===== config.mk =====
export PLATFORM = sky130hd
export DESIGN_NAME = me_plane_ctrl_flat
export DESIGN_NICKNAME = d
export VERILOG_FILES = /design/src/rtl/me_plane_ctrl_pkg.sv /design/src/rtl/me_plane_ctrl_if.sv /design/src/rtl/me_plane_ctrl_key_debounce.sv /design/src/rtl/me_plane_ctrl.sv /design/src/flat_wrapper.sv
export SDC_FILE = /design/constraint.sdc
export NUM_CORES = 1
export LEC_CHECK = 0
export CELL_PAD_IN_SITES_DETAIL_PLACEMENT = 1
export CELL_PAD_IN_SITES_GLOBAL_PLACEMENT = 1
export CORE_ASPECT_RATIO = 1.2
export CORE_UTILIZATION = 43
export DETAILED_ROUTE_END_ITERATION = 8
export PLACE_DENSITY = 0.81
export SYNTH_ARGS = -nofsm -noshare
export SYNTH_HDL_FRONTEND = slang
export SYNTH_SLANG_ARGS = --single-unit

===== constraint.sdc =====
create_clock -name clk -period 4.2 [get_ports clk]
set_input_delay 0.84 -clock clk [delete_from_list [all_inputs] [get_ports clk]]
set_output_delay 0.84 -clock clk [all_outputs]
set_load 0.1 [all_outputs]

===== src/rtl/me_plane_ctrl_pkg.sv =====
// me_plane_ctrl_pkg: shared screen/object geometry, bullet mode codes and plane FSM encodings
package me_plane_ctrl_pkg;
  localparam int OBJ_X_POS_BIT_LEN = 10;
  localparam int OBJ_Y_POS_BIT_LEN = 9;
  localparam int ME_WIDTH = 50;
  localparam int ME_HEIGHT = 50;
  localparam int H_DISP = 640;
  localparam int V_DISP = 480;
  localparam logic BULLET_MODE_SINGLE = 1'b0;
  localparam logic BULLET_MODE_DOUBLE = 1'b1;
  localparam logic [0:0] S_SINGLE = 1'b0;
  localparam logic [0:0] S_DOUBLE = 1'b1;
  localparam int MOVE_DIV_DEF = 1_000_000;
  localparam int CNT_MAX_MOVE = MOVE_DIV_DEF - 1;
endpackage


===== src/rtl/me_plane_ctrl_if.sv =====
// me_plane_ctrl_if: key/enable/power-up inputs and plane position/mode/tick outputs of the plane controller
interface me_plane_ctrl_if;
  import me_plane_ctrl_pkg::*;
  logic key_up;
  logic key_down;
  logic key_left;
  logic key_right;
  logic enable;
  logic powerup;
  logic [OBJ_X_POS_BIT_LEN-1:0] me_x_pos;
  logic [OBJ_Y_POS_BIT_LEN-1:0] me_y_pos;
  logic mode;
  logic move_tick;
  modport master (
    output key_up, key_down, key_left, key_right, enable, powerup,
    input me_x_pos, me_y_pos, mode, move_tick
  );
  modport slave (
    input key_up, key_down, key_left, key_right, enable, powerup,
    output me_x_pos, me_y_pos, mode, move_tick
  );
endinterface


===== src/rtl/me_plane_ctrl_key_debounce.sv =====
// me_plane_ctrl_key_debounce: 2-FF synchroniser then accept a new key level after DEBOUNCE_CYC equal samples
module me_plane_ctrl_key_debounce #(
  parameter int DEBOUNCE_CYC = 250_000
) (
  input  logic clk,
  input  logic rst,
  input  logic key,
  output logic level
);
  localparam int CW = $clog2(DEBOUNCE_CYC + 1);
  localparam logic [CW-1:0] CNT_MAX = CW'(DEBOUNCE_CYC - 1);
  logic [1:0] sync_ff;
  logic [CW-1:0] cnt;
  logic differ;
  assign differ = sync_ff[1] != level;
  always_ff @(posedge clk or posedge rst)
    if (rst) begin
      sync_ff <= '0;
      cnt <= '0;
      level <= 1'b0;
    end else begin
      sync_ff <= {sync_ff[0], key};
      cnt <= (!differ || cnt == CNT_MAX) ? '0 : cnt + 1'b1;
      if (differ && cnt == CNT_MAX) level <= sync_ff[1];
    end
endmodule


===== src/rtl/me_plane_ctrl.sv =====
// me_plane_ctrl: debounced-key plane motion on a divided tick, screen clamping and single/double fire-mode timer
module me_plane_ctrl import me_plane_ctrl_pkg::*; #(
  parameter int DEBOUNCE_CYC = 250_000,
  parameter int MOVE_DIV = MOVE_DIV_DEF,
  parameter int STEP = 2,
  parameter int X_INIT = 295,
  parameter int Y_INIT = 400,
  parameter int X_MAX = H_DISP - ME_WIDTH,
  parameter int Y_MAX = V_DISP - ME_HEIGHT,
  parameter int DOUBLE_TICKS = 2500
) (
  input logic clk,
  input logic rst,
  me_plane_ctrl_if.slave bus
);
  localparam int XW = OBJ_X_POS_BIT_LEN;
  localparam int YW = OBJ_Y_POS_BIT_LEN;
  localparam int XW1 = XW + 1;
  localparam int YW1 = YW + 1;
  localparam int MW = $clog2(MOVE_DIV);
  localparam int TW = $clog2(DOUBLE_TICKS + 1);
  localparam logic [MW-1:0] CNT_END = MW'(MOVE_DIV - 1);
  logic [3:0] raw;
  logic [3:0] db;
  logic [MW-1:0] move_cnt;
  logic tick;
  logic [XW-1:0] x, x_nxt;
  logic [YW-1:0] y, y_nxt;
  logic [XW:0] x_sum;
  logic [YW:0] y_sum;
  logic [0:0] state;
  logic [TW-1:0] timer;
  assign raw = {bus.key_up, bus.key_down, bus.key_left, bus.key_right};
  for (genvar i = 0; i < 4; i++) begin : g_key
    me_plane_ctrl_key_debounce #(.DEBOUNCE_CYC(DEBOUNCE_CYC)) u_key (
      .clk(clk), .rst(rst), .key(raw[i]), .level(db[i])
    );
  end
  assign tick = bus.enable && move_cnt == CNT_END;
  always_comb begin
    x_sum = {1'b0, x} + XW1'(STEP);
    y_sum = {1'b0, y} + YW1'(STEP);
    x_nxt = (db[1] && !db[0]) ? (x < XW'(STEP) ? '0 : x - XW'(STEP))
          : (db[0] && !db[1]) ? (x_sum > XW1'(X_MAX) ? XW'(X_MAX) : x_sum[XW-1:0])
          : x;
    y_nxt = (db[3] && !db[2]) ? (y < YW'(STEP) ? '0 : y - YW'(STEP))
          : (db[2] && !db[3]) ? (y_sum > YW1'(Y_MAX) ? YW'(Y_MAX) : y_sum[YW-1:0])
          : y;
  end
  always_ff @(posedge clk or posedge rst)
    if (rst) move_cnt <= '0;
    else if (bus.enable) move_cnt <= tick ? '0 : move_cnt + 1'b1;
  always_ff @(posedge clk or posedge rst)
    if (rst) begin
      x <= XW'(X_INIT);
      y <= YW'(Y_INIT);
    end else if (tick) begin
      x <= x_nxt;
      y <= y_nxt;
    end
  always_ff @(posedge clk or posedge rst)
    if (rst) begin
      state <= S_SINGLE;
      timer <= '0;
    end else if (bus.powerup) begin
      state <= S_DOUBLE;
      timer <= TW'(DOUBLE_TICKS);
    end else if (tick && state == S_DOUBLE) begin
      timer <= timer - 1'b1;
      if (timer == TW'(1)) state <= S_SINGLE;
    end
  assign bus.me_x_pos = x;
  assign bus.me_y_pos = y;
  assign bus.mode = (state == S_DOUBLE) ? BULLET_MODE_DOUBLE : BULLET_MODE_SINGLE;
  assign bus.move_tick = tick;
endmodule

===== src/flat_wrapper.sv =====
// flat-port wrapper written by rule: the top's interface ports become plain ports
module me_plane_ctrl_flat import me_plane_ctrl_pkg::*;
#(
  parameter int DEBOUNCE_CYC = 250_000,
  parameter int MOVE_DIV = MOVE_DIV_DEF,
  parameter int STEP = 2,
  parameter int X_INIT = 295,
  parameter int Y_INIT = 400,
  parameter int X_MAX = H_DISP - ME_WIDTH,
  parameter int Y_MAX = V_DISP - ME_HEIGHT,
  parameter int DOUBLE_TICKS = 2500
)
  (clk, rst, bus_key_up, bus_key_down, bus_key_left, bus_key_right, bus_enable, bus_powerup, bus_me_x_pos, bus_me_y_pos, bus_mode, bus_move_tick);
  me_plane_ctrl_if bus_i ();
  input logic clk;
  input logic rst;
  input wire logic [$bits(bus_i.key_up)-1:0] bus_key_up;
  input wire logic [$bits(bus_i.key_down)-1:0] bus_key_down;
  input wire logic [$bits(bus_i.key_left)-1:0] bus_key_left;
  input wire logic [$bits(bus_i.key_right)-1:0] bus_key_right;
  input wire logic [$bits(bus_i.enable)-1:0] bus_enable;
  input wire logic [$bits(bus_i.powerup)-1:0] bus_powerup;
  output wire logic [$bits(bus_i.me_x_pos)-1:0] bus_me_x_pos;
  output wire logic [$bits(bus_i.me_y_pos)-1:0] bus_me_y_pos;
  output wire logic [$bits(bus_i.mode)-1:0] bus_mode;
  output wire logic [$bits(bus_i.move_tick)-1:0] bus_move_tick;
  assign bus_i.key_up = bus_key_up;
  assign bus_i.key_down = bus_key_down;
  assign bus_i.key_left = bus_key_left;
  assign bus_i.key_right = bus_key_right;
  assign bus_i.enable = bus_enable;
  assign bus_i.powerup = bus_powerup;
  assign bus_me_x_pos = bus_i.me_x_pos;
  assign bus_me_y_pos = bus_i.me_y_pos;
  assign bus_mode = bus_i.mode;
  assign bus_move_tick = bus_i.move_tick;
  me_plane_ctrl #(.DEBOUNCE_CYC(DEBOUNCE_CYC), .MOVE_DIV(MOVE_DIV), .STEP(STEP), .X_INIT(X_INIT), .Y_INIT(Y_INIT), .X_MAX(X_MAX), .Y_MAX(Y_MAX), .DOUBLE_TICKS(DOUBLE_TICKS)) u_core (.clk(clk), .rst(rst), .bus(bus_i));
endmodule

run_1/met1.png
Scale bar: 20 um. Cells faint in the background.
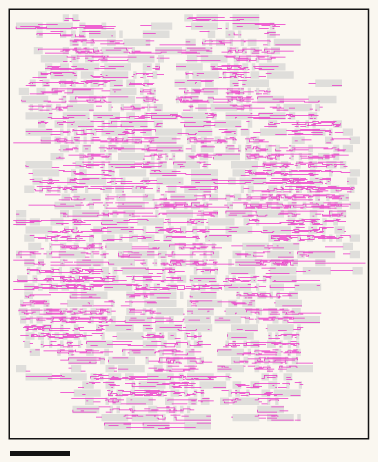
The layer holds 42% of the routed length. 748 nets have wire on it. The layer carries 7,230 um of wire. The wires run mostly horizontal.
routing usage on met1: 26.0%
final WL: 17.2 mm
via count: 5,726

run_1/met2.png
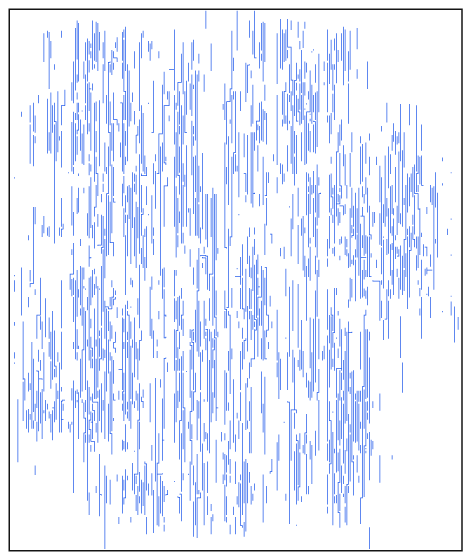
The wires run mostly vertical. The longest straight run is 42.5 um.
grt met2 use: 39.4%

run_1/met3.png
Scale bar: 20 um.
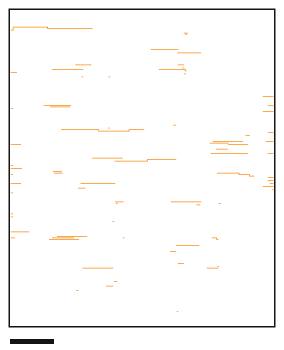
52 nets have wire on it. The layer holds 2.7% of the routed length. The wires run mostly horizontal.
GRT met3 Usage: 3.59%

==> results.cfg, run 1 <==
; flow metrics
[logic_synthesis]
topCombFamilyByArea = simple AND/OR/NAND/NOR gates
syn_area_per_cell_um2 = 9.30
synthMuxAreaShare_pct = 1.06
fa_ha_area_share_pct = 2.47
synthDistinctLibCells = 60
most_common_cell = nor2_1

[outcome]
outcome = completed

[power]
leakagePower_nw = 3.22

[run]
maxCapViolCount = 0

[sta]
rsz0062_at_grt = false
holdWs_ns = 0.351
period_minus_slack_ns = 3.46
drv_slew = 0
finalSetupTns_ns = 0

[worst_setup_path]
worstPathRequired_ns = 3.36
r2r-end = u_core.bus.me_x_pos[8]

[grt]
track_usage_pct = 22.1
grt_pass1_wl_mm = 30.2

[floorplan]
core.rowCount = 51
die_y_um = 143

[cts]
clk_pin_slew_ns = 0.06
cts_setup_buffers = 0

[route]
wl_met3_um = 459
dr.max_layer_used = met4
drt_pass1_iterations = 4

[layout]
drive_above_1_share_pct = 6.28
## run 1: worst max-delay path by stage
stage,to,startpoint,depth (start not counted)
final,bus_move_tick,bus_enable,6
after global routing,bus_move_tick,bus_enable,6
after CTS,bus_move_tick,bus_enable,6
after detailed placement,bus_move_tick,bus_enable,6
after global placement,bus_move_tick,bus_enable,6
after floorplan,bus_move_tick,bus_enable,6
## run 1: placed cells by master (no fill, tap or decap), types with 24 or more instances in the layout
master,Yosys,final
nor2_1,130,130
dfrtp_1,127,127
nand2_1,51,51
xnor2_1,51,51
nand3_1,46,46
xor2_1,43,43
nand4_1,26,26
clkdlybuf4s50_1,0,26
inv_1,25,24
nor3_1,24,24
## run 1: layer usage
metal	global-route usage (%)	up-vias
met2	39.4	101
li1	-	2702
met3	3.59	36
met4	10.3	0
met1	26.0	2887
met5	0	-
## run 1: layout make-up
cell class | instances | area, um2
Multi-Input combinational cell | 574 | 3500
Tap cell | 212 | 265
Timing Repair Buffer | 29 | 308
Clock inverter | 8 | 73.8
Fill cell | 1853 | 8080
Clock buffer | 24 | 492
Sequential cell | 135 | 3390
Inverter | 26 | 101
## run 1: registers in the layout, summed over array words and instances, names as in the netlist
signal / cells
u_core.g_key.u_key.sync_ff: 8
u_core.bus.me_y_pos: 8
u_core.move_cnt: 20
u_core.g_key.u_key.cnt: 72
u_core.g_key.u_key.level: 4
u_core.timer: 12
u_core.bus.me_x_pos: 10
u_core.state: 1
## run 1: worst max-delay path, stage by stage
cell	delay, ns
clkdlybuf4s50_1	0.61
and4_1	0.29
and3_1	0.23
nand2_1	0.15
inv_2	0.28
buf_12	0.22
## run 1: where the power goes
group          switching, mW  leakage [nW]  internal, mW  total (mW)
Clock                  0.541         0.276         0.873        1.41
Combinational         0.0701          1.17        0.0411       0.111
Sequential            0.0426          1.78          1.34        1.38
run_1/final_clocks.png
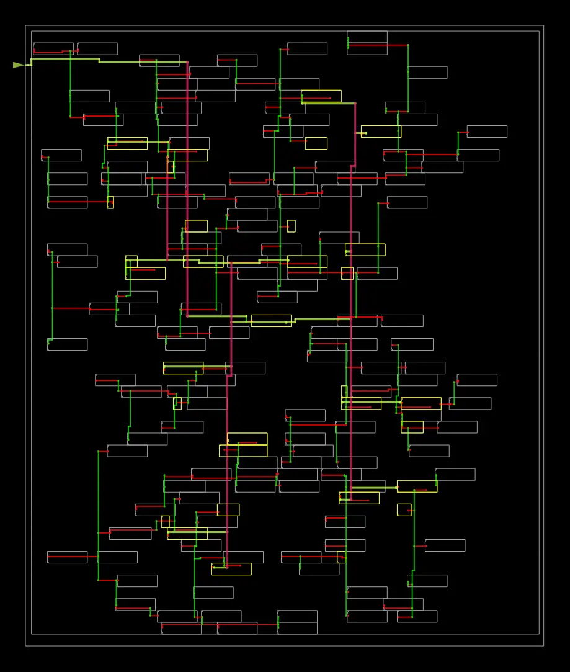

==> inputs of run 2 (changes only) <==
Settings changed: CORE_UTILIZATION 43 to 48, PLACE_DENSITY 0.81 to 0.85.
Clock period 4.2 ns to 3.6 ns, I/O delays scaled along.
run_2/final_clocks.png
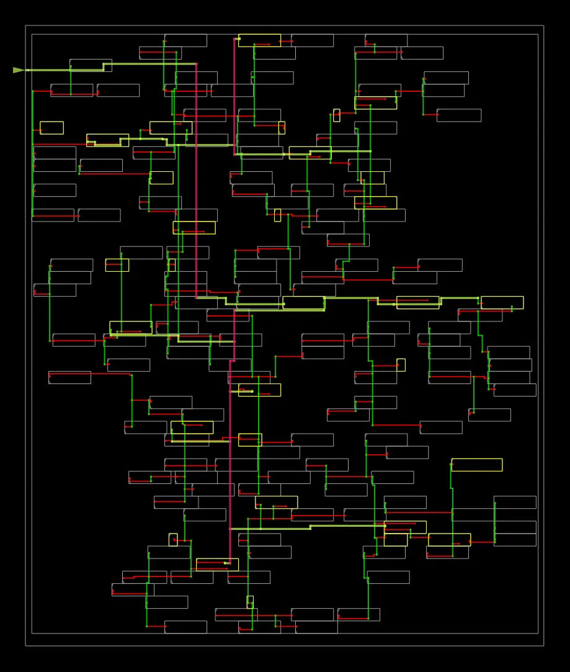
CTS Buf Count: 17
clk_skew: 0.00897 ns
FF+latch count: 135
clkbuf count: 28

==> results.cfg, run 2 <==
; flow metrics
[sta]
period_minus_slack_ns = 3.04
finalSetupTns_ns = 0
drv_slew = 0

[route]
drt_pass1_iterations = 4

[layout]
final_cell_mix = 130 x nor2_1, 127 x dfrtp_1, 51 x nand2_1, 51 x xnor2_1, 46 x nand3_1
regMostFlops = u_core.g_key.u_key.cnt
drive_above_1_share_pct = 8.27
layout_top_cell = nor2_1
top_regs = u_core.g_key.u_key.cnt (72), u_core.move_cnt (20), u_core.timer (12)

[logic_synthesis]
synthMuxAreaShare_pct = 1.06
syn_area_per_cell_um2 = 9.30
topCombFamilyByArea = simple AND/OR/NAND/NOR gates
synthDistinctLibCells = 60

[power]
leakagePower_nw = 3.28
p_int_mw = 2.67
p_clk_share_pct = 49.0
p_comb_share_pct = 4.0
power.switching_mw = 0.754

[outcome]
outcome = completed

[worst_setup_path]
crit_slowest_cell = or4_4
startpoint = u_core.move_cnt[10]
crit_path_end = bus_move_tick
r2r-end = u_core.bus.me_x_pos[8]
worstPathCellList = or4_4, nor4_2, nand2_1, inv_2, buf_12
cpPeakStageDelay_ns = 0.57

[floorplan]
die_y_um = 135
core.rowCount = 48

[grt]
track_usage_pct = 25.6
grt_pass1_wl_mm = 30.7

[run]
maxCapViolCount = 0

[cts]
clk_pin_slew_ns = 0.06
run_2/met3.png
Scale bar: 20 um.
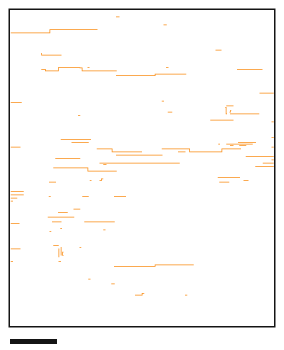
via count: 5,772
final WL: 17.8 mm
GRT met3 Usage: 6.80%

[run 2: cell count changes in the layout (fill, tap and decap cells not counted)]
cell / change
buf_12: +1
buf_4: +18
clkbuf_1: +2
clkbuf_8: +2
clkdlybuf4s50_1: -16
clkinv_2: -2
clkinv_4: -1
clkinvlp_4: -2
[run 2: area by class of cell]
| class | count | area [um2] |
|---|---|---|
| Clock buffer | 28 | 527 |
| Timing Repair Buffer | 32 | 303 |
| Multi-Input combinational cell | 574 | 3500 |
| Tap cell | 175 | 219 |
| Fill cell | 1646 | 6340 |
| Sequential cell | 135 | 3390 |
| Inverter | 26 | 101 |
| Clock inverter | 3 | 40.0 |
[run 2: power by group through the flow]
stage	clock, mW	sequential [mW]	combinational, mW
CTS	1.71	1.61	0.140
global route	1.78	1.61	0.153
finish	1.68	1.61	0.136
floorplan	0	1.62	0.0979
detailed placement	0	1.63	0.137
global placement	0	1.63	0.129
[run 2: layer usage]
metal	vias up	wire, um	track usage [%]
met4	0	466	10.4
met2	109	9330	45.6
met1	2909	7450	29.1
met5	-	0	0
met3	39	534	6.80
li1	2715	-	-
[run 2: per-stage QoR]
stage                     setup WS [ns]  area, um2  util [%]  hold WS, ns  cells
after floorplan                   0.275       7100         -        0.331    763
after global placement            0.629       7510      52.1        0.338    942
after detailed placement          0.509       7510      52.1        0.336    942
after CTS                         0.522       8080      56.0        0.347    973
after global routing              0.452       8080      56.0        0.361    973
final                             0.562       8080      56.0        0.347    973
[run 2: worst reg2reg max path: stages (launching register included)]
cell       delay [ns]
dfstp_2          0.66
ha_1             0.38
nand3_1          0.27
o41a_1           0.43
nor4_1           0.68
a2111oi_0        0.27
o22ai_1          0.23
Power figures rest on the tool's default switching activity, not on a simulated workload.
